==> src/rtl/blk_mem_responder.sv <==
// blk_mem_responder: serves 256-bit block read/write requests as eight word accesses on a word memory.
module blk_mem_responder #(
  parameter int LATENCY = 4,
  parameter int WORDS = 8
) (
  input  logic                CLK,
  input  logic                RESET,
  input  logic                blk_read_req,
  input  logic                blk_write_req,
  input  logic [31:0]         blk_address,
  input  logic [32*WORDS-1:0] blk_write_data,
  output logic [32*WORDS-1:0] blk_read_data,
  output logic                blk_read_valid,
  output logic                blk_write_valid,
  output logic [31:0]         mem_address,
  output logic                mem_read,
  output logic                mem_write,
  output logic [31:0]         mem_write_data,
  input  logic [31:0]         mem_read_data,
  input  logic                mem_ready
);
  localparam int IW = $clog2(WORDS);
  localparam logic [7:0] LAT_LAST = 8'(LATENCY - 1);
  typedef enum logic [2:0] {IDLE, WAIT, XFER, DONE, DROP} state_t;
  state_t state_q, state_d;
  logic op_q, op_d;
  logic [26:0] addr_q, addr_d;
  logic [32*WORDS-1:0] wdata_q, wdata_d, rdata_q, rdata_d;
  logic [7:0] lat_q, lat_d;
  logic [IW-1:0] idx_q, idx_d;
  logic start, act_req, last, xfer;
  logic unused_addr_bits;
  assign unused_addr_bits = ^blk_address[4:0];
  assign start = blk_read_req | blk_write_req;
  // op_q=1 marks a write; the request being served decides abort and release
  assign act_req = op_q ? blk_write_req : blk_read_req;
  assign last = idx_q == IW'(WORDS - 1);
  always_ff @(posedge CLK) begin
    if (!RESET) state_q <= IDLE;
    else state_q <= state_d;
  end
  always_comb begin
    state_d = state_q;
    case (state_q)
      IDLE: state_d = start ? (LATENCY == 0 ? XFER : WAIT) : IDLE;
      WAIT: state_d = !act_req ? IDLE : (lat_q == LAT_LAST ? XFER : WAIT);
      XFER: state_d = !act_req ? IDLE : (mem_ready && last ? DONE : XFER);
      DONE: state_d = DROP;
      DROP: state_d = act_req ? DROP : IDLE;
      default: state_d = IDLE;
    endcase
  end
  always_comb begin
    op_d = op_q;
    addr_d = addr_q;
    wdata_d = wdata_q;
    rdata_d = rdata_q;
    lat_d = lat_q;
    idx_d = idx_q;
    if (state_q == IDLE && start) begin
      op_d = !blk_read_req;
      addr_d = blk_address[31:5];
      wdata_d = blk_read_req ? wdata_q : blk_write_data;
      lat_d = '0;
      idx_d = '0;
    end
    if (state_q == WAIT) lat_d = lat_q + 8'd1;
    if (state_q == XFER && mem_ready) begin
      idx_d = idx_q + IW'(1);
      if (!op_q) rdata_d[32*idx_q +: 32] = mem_read_data;
    end
  end
  always_ff @(posedge CLK) begin
    if (!RESET) begin
      op_q <= 1'b0;
      addr_q <= '0;
      wdata_q <= '0;
      rdata_q <= '0;
      lat_q <= '0;
      idx_q <= '0;
    end else begin
      op_q <= op_d;
      addr_q <= addr_d;
      wdata_q <= wdata_d;
      rdata_q <= rdata_d;
      lat_q <= lat_d;
      idx_q <= idx_d;
    end
  end
  always_comb begin
    xfer = state_q == XFER;
    mem_read = xfer & ~op_q;
    mem_write = xfer & op_q;
    mem_address = xfer ? {addr_q, idx_q, 2'b00} : '0;
    mem_write_data = mem_write ? wdata_q[32*idx_q +: 32] : '0;
    blk_read_valid = state_q == DONE && !op_q;
    blk_write_valid = state_q == DONE && op_q;
    blk_read_data = rdata_q;
  end
endmodule
==> config.mk <==
export PLATFORM = sky130hd
export DESIGN_NAME = blk_mem_responder
export DESIGN_NICKNAME = d
export VERILOG_FILES = /design/src/rtl/blk_mem_responder.sv
export SDC_FILE = /design/constraint.sdc
export NUM_CORES = 1
export LEC_CHECK = 0
export ABC_AREA = 0
export CAP_MARGIN = 20
export CORE_AREA = 5 5 250 252
export CTS_BUF_LIST = sky130_fd_sc_hd__clkbuf_16
export CTS_CLUSTER_DIAMETER = 80
export DETAILED_ROUTE_END_ITERATION = 6
export DIE_AREA = 0 0 255 257
export PLACE_DENSITY = 0.71
export SETUP_SLACK_MARGIN = 0.4
export SYNTH_ARGS = -nofsm -noshare
export SYNTH_HDL_FRONTEND = slang
export SYNTH_SLANG_ARGS = --single-unit
==> constraint.sdc <==
create_clock -name CLK -period 4.85 [get_ports CLK]
set_clock_uncertainty 0.2 [all_clocks]
set_input_delay 0.485 -clock CLK [delete_from_list [all_inputs] [get_ports CLK]]
set_output_delay 0.485 -clock CLK [all_outputs]
set_load 0.01 [all_outputs]
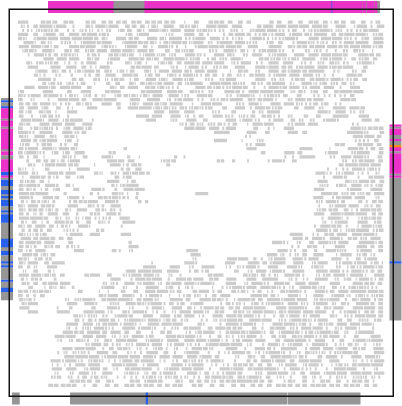
**Above:** pin map.
Drawn at 1.5 px/um. Pins as bars across the die edge, other pins in gray.
Key: `blk_read_data` = magenta [pins 256, direction output, edge 211 top, 27 left, 18 right]; `mem_address` = blue [pins 32, direction output, edge 29 left, 1 right, 1 top, 1 bottom]; `mem_write` = orange [pins 1, direction output, edge right]

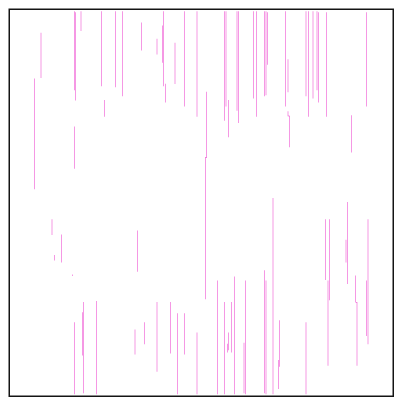
**Above:** M4 wires.
Drawn at 1.5 px/um.
The longest straight run is 131 um. 62 nets have wire on it. The layer holds 4.4% of the routed length. The layer carries 3620 um of wire. The wires run mostly vertical.

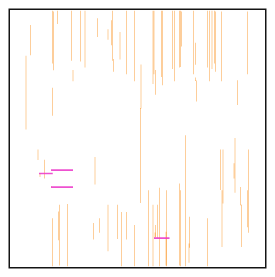
**Above:** metal layers overlaid.
Drawn at 1 px/um. Two of the layers only.
Key: met4 = orange [wire length 3620 um]; met5 = magenta [wire length 66.2 um]

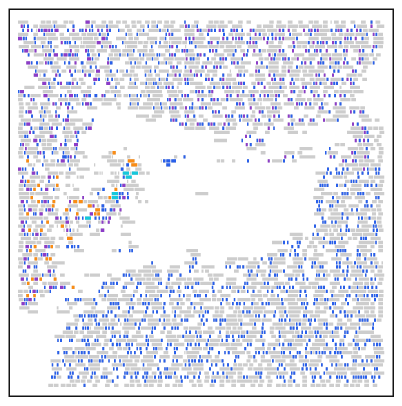
**Above:** selected gate families.
Drawn at 1.5 px/um.
Key: adder and majority cells = cyan [cells 6, most used ha_1]; AND and OR gates = orange [cells 42, most used and2_1, where left middle]; NAND gates = blue [cells 1305, most used nand3_1, where widely spread]; inverting AOI/OAI gates = purple [cells 267, most used o21ai_0]

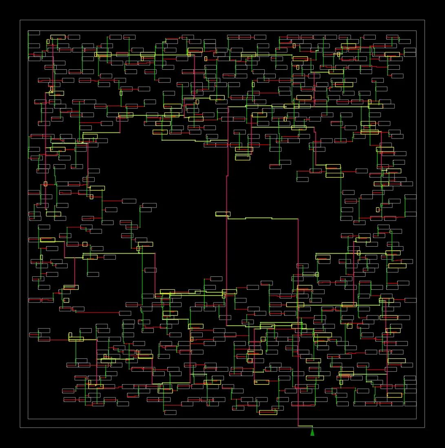
**Above:** clock routing.
clk latency late pin: 0.61 ns
clk sinks: 554
seq_cells: 554

==> flow_summary.yaml <==
# physical design summary
outcome:
  outcome: "complete, no violations"
placement:
  portBuffers: 641
  place_area_sq_mm: 0.0290
  place_hpwl_mm: 57.7
  gp_congestion: 0.894
yosys:
  ys_async_sr_fraction_pct: 0
  yosys.stat.seqShare_pct: 49.7
  flop_cell: "dfxtp_1"
  enable_flop_cells: 0
  synth_cells: 2607
  synth-seq-cells: 554
  yosysUniqueCellTypes: 47
  syn_area_sq_mm: 0.0223
  ys_cells: 2607
  synth.avg_cell_area_sq_um: 8.56
  yosys_warnings: 0
  yosys_area_sq_mm: 0.0223
cells_and_area:
  clkbuf_count: 61
  regArea_sq_mm: 0.0111
  seq_share_pct: 35.6
  final_util_pct: 52.0
  final_nets: 3414
  fillers: 5546
  mi_logic_area_sq_mm: 0.0102
  drive_gt1_share_pct: 7.54
  dominant_cells: "sequential cells"
  clock_area_share_pct: 6.67
  comb_cells: 1788
  nNonClkInverters: 6
  buf_share_pct: 21.8
  antenna_cells: 17
  buffers_excl_clock: 674
  design_area_sq_mm: 0.0312
  comb_share_pct: 32.6
  syn2layout_area_growth_pct: 39.7
detailed_routing:
  vias: 20723
  wl_mm: 82.0
  ant_nets: 0
  via_per_inst: 5.27
  drc: 0
  routedWlPerCell_um: 20.9
  dr.pass1.iters: 6
  drtIter0Drc: 2060
timing:
  finalCritPeriodShare_pct: 81.0
  tightest_slew_ns: 1.04
  hold_viol_final: 0
  slew-limit-headroom_pct: 31.0
  drv_slew: 0
  fmax_mhz: 254
  period_minus_slack_ns: 3.93
  setup_viol_count_final: 0
  fin_tns_setup_ns: 0
  rsz0062_at_grt: "no"
worst_setup_path:
  crit_fanout: 42
  r2r_slack_ns: 1.47
  rr_startpoint: "idx_q[1]"
  reg2reg_depth: 9
  reg2reg_to: "blk_read_data[77]"
  crit_arrival_ns: 3.24
  start_kind: "register"
  critPathRequiredTime_ns: 4.16
  cp-end-kind: "output pin"
  setup.worst_path.class: "register to output pin"
global_routing:
  use_met3_pct: 5.87
  grt_max_degree: 180
  grt_pass1_wl_mm: 118
  antenna_found_initial: 22
  use_met1_pct: 32.0
  overflow: 0
  grt.busiest_layer: "met2"
  met2_usage_pct: 35.1
  grt_util_all_layers_pct: 23.4
  grt_pass1_vias: 18597
job:
  maxCapViolations: 0
  warning_count: 42
clocking:
  cts_resized: 0
  clk_pin_slew_worst_paths_ns: 0.06
  cts_tree: "built"
  cts_root_buf: "clkbuf_16"
  htree_levels: 2
  cts-buffers-inserted: 59
  hold_buffers: 0
  clockBufferDepth: 3
  cts_setup_buffers: 0
floorplanning:
  initCoreUtil_pct: 37.2
  core_sq_mm: 0.0599
  rows: 90
  io_pins: 649
  tapCellCount: 782
  die-width_um: 255
  die_h_um: 257
  chip_area_sq_mm: 0.0655
min_path:
  hp-class: "primary input to register"
  holdPathEnd: "blk_read_data[11]"
  min_from: "RESET"
  hold_path_depth: 3
pwr:
  irDropWorstVdd_mv: 0.269
  powerDensity_mw_per_mm2: 333
  p_leak_uw: 0.0118
  total_power_uw: 10400
-- worst max-delay path, stage by stage (launching register included) --
cell	delay, ns
dfxtp_4	0.79
buf_4	0.53
mux4_2	0.46
a22o_1	0.26
clkdlybuf4s50_1	0.51
-- registers in the layout, indices dropped and copies added, names as in the netlist --
signal         count
state_q            3
addr_q            27
blk_read_data    256
op_q               1
idx_q              3
wdata_q          256
lat_q              8
-- power by group --
part,internal [uW],switching (uW),total [uW]
registers,4680,68.6,4750
logic,360,407,766
clock network,2950,1910,4870
-- placed cells by master (no fill, tap or decap), types with 9 or more instances in the layout --
cell type        count
nand3_1            765
clkdlybuf4s50_1    640
dfxtp_1            552
nand2_1            513
o21ai_0            202
mux4_2              64
clkbuf_16           61
mux2i_1             33
a22o_1              32
a21boi_0            31
and2_1              28
o21ai_2             28
buf_4               24
nand4_1             20
inv_1               18
diode_2             17
nor2_1              13
bufinv_16           13
clkinv_2            11
buf_12               9
-- logic make-up after synthesis --
kind of cell,synth area share [%]
buffers and inverters,4.91
flip-flops,49.7
XOR/XNOR,0.0393
other,0.0168
AND-OR/OR-AND,8.28
multiplexers,7.94
AND/OR/NAND/NOR,28.7
adder cells (fa/ha/maj),0.337
-- per-stage QoR --
| step | instances | hold WS [ns] | setup slack (ns) |
|---|---|---|---|
| 3_5_place_dp | 3804 | 0.237 | 1.45 |
| 6_report | 3929 | 0.188 | 0.920 |
| 4_1_cts | 3912 | 0.182 | 0.890 |
| 2_1_floorplan | 2608 | 0.226 | 1.63 |
| 3_3_place_gp | 3804 | 0.233 | 1.53 |
| 5_1_grt | 3928 | 0.203 | 0.845 |
-- synth_stat cells, types with 3 or more instances --
cell / n / area share [%]
a21boi_0: 31 / 1.0
a21oi_1: 3 / 0.067
a22o_1: 32 / 1.3
and2_1: 29 / 0.81
and3_1: 4 / 0.11
buf_1: 29 / 0.49
buf_2: 18 / 0.40
buf_6: 9 / 0.45
clkbuf_1: 202 / 3.4
dfxtp_1: 554 / 50
ha_1: 6 / 0.34
inv_1: 6 / 0.10
mux2i_1: 33 / 1.5
mux4_2: 64 / 6.5
nand2_1: 513 / 8.6
nand2b_1: 3 / 0.084
nand3_1: 766 / 17
nand4_1: 20 / 0.56
nor2_1: 15 / 0.25
nor3_1: 3 / 0.067
nor3b_1: 5 / 0.17
nor4_1: 3 / 0.084
o21a_1: 3 / 0.10
o21ai_0: 202 / 4.5
o21ai_2: 28 / 1.1
-- worst max path at each step --
stage | slack (ns) | endpoint | depth (start not counted) | start
after detailed placement | 1.45 | blk_read_data[210] | 8 | idx_q[1]
after CTS | 0.89 | mem_write_data[10] | 4 | idx_q[1]
after floorplan | 1.63 | blk_read_data[130] | 9 | idx_q[1]
after global routing | 0.84 | mem_write_data[10] | 4 | idx_q[1]
final | 0.92 | mem_write_data[10] | 4 | idx_q[1]
after global placement | 1.53 | blk_read_data[68] | 9 | idx_q[1]
-- per-layer routing --
layer | routed length [um] | share of wire (%)
met5 | 66 | 0.080
met4 | 3620 | 4.4
met2 | 36900 | 45
met3 | 6730 | 8.2
met1 | 34700 | 42
Power is estimated from default activity; no workload was simulated.
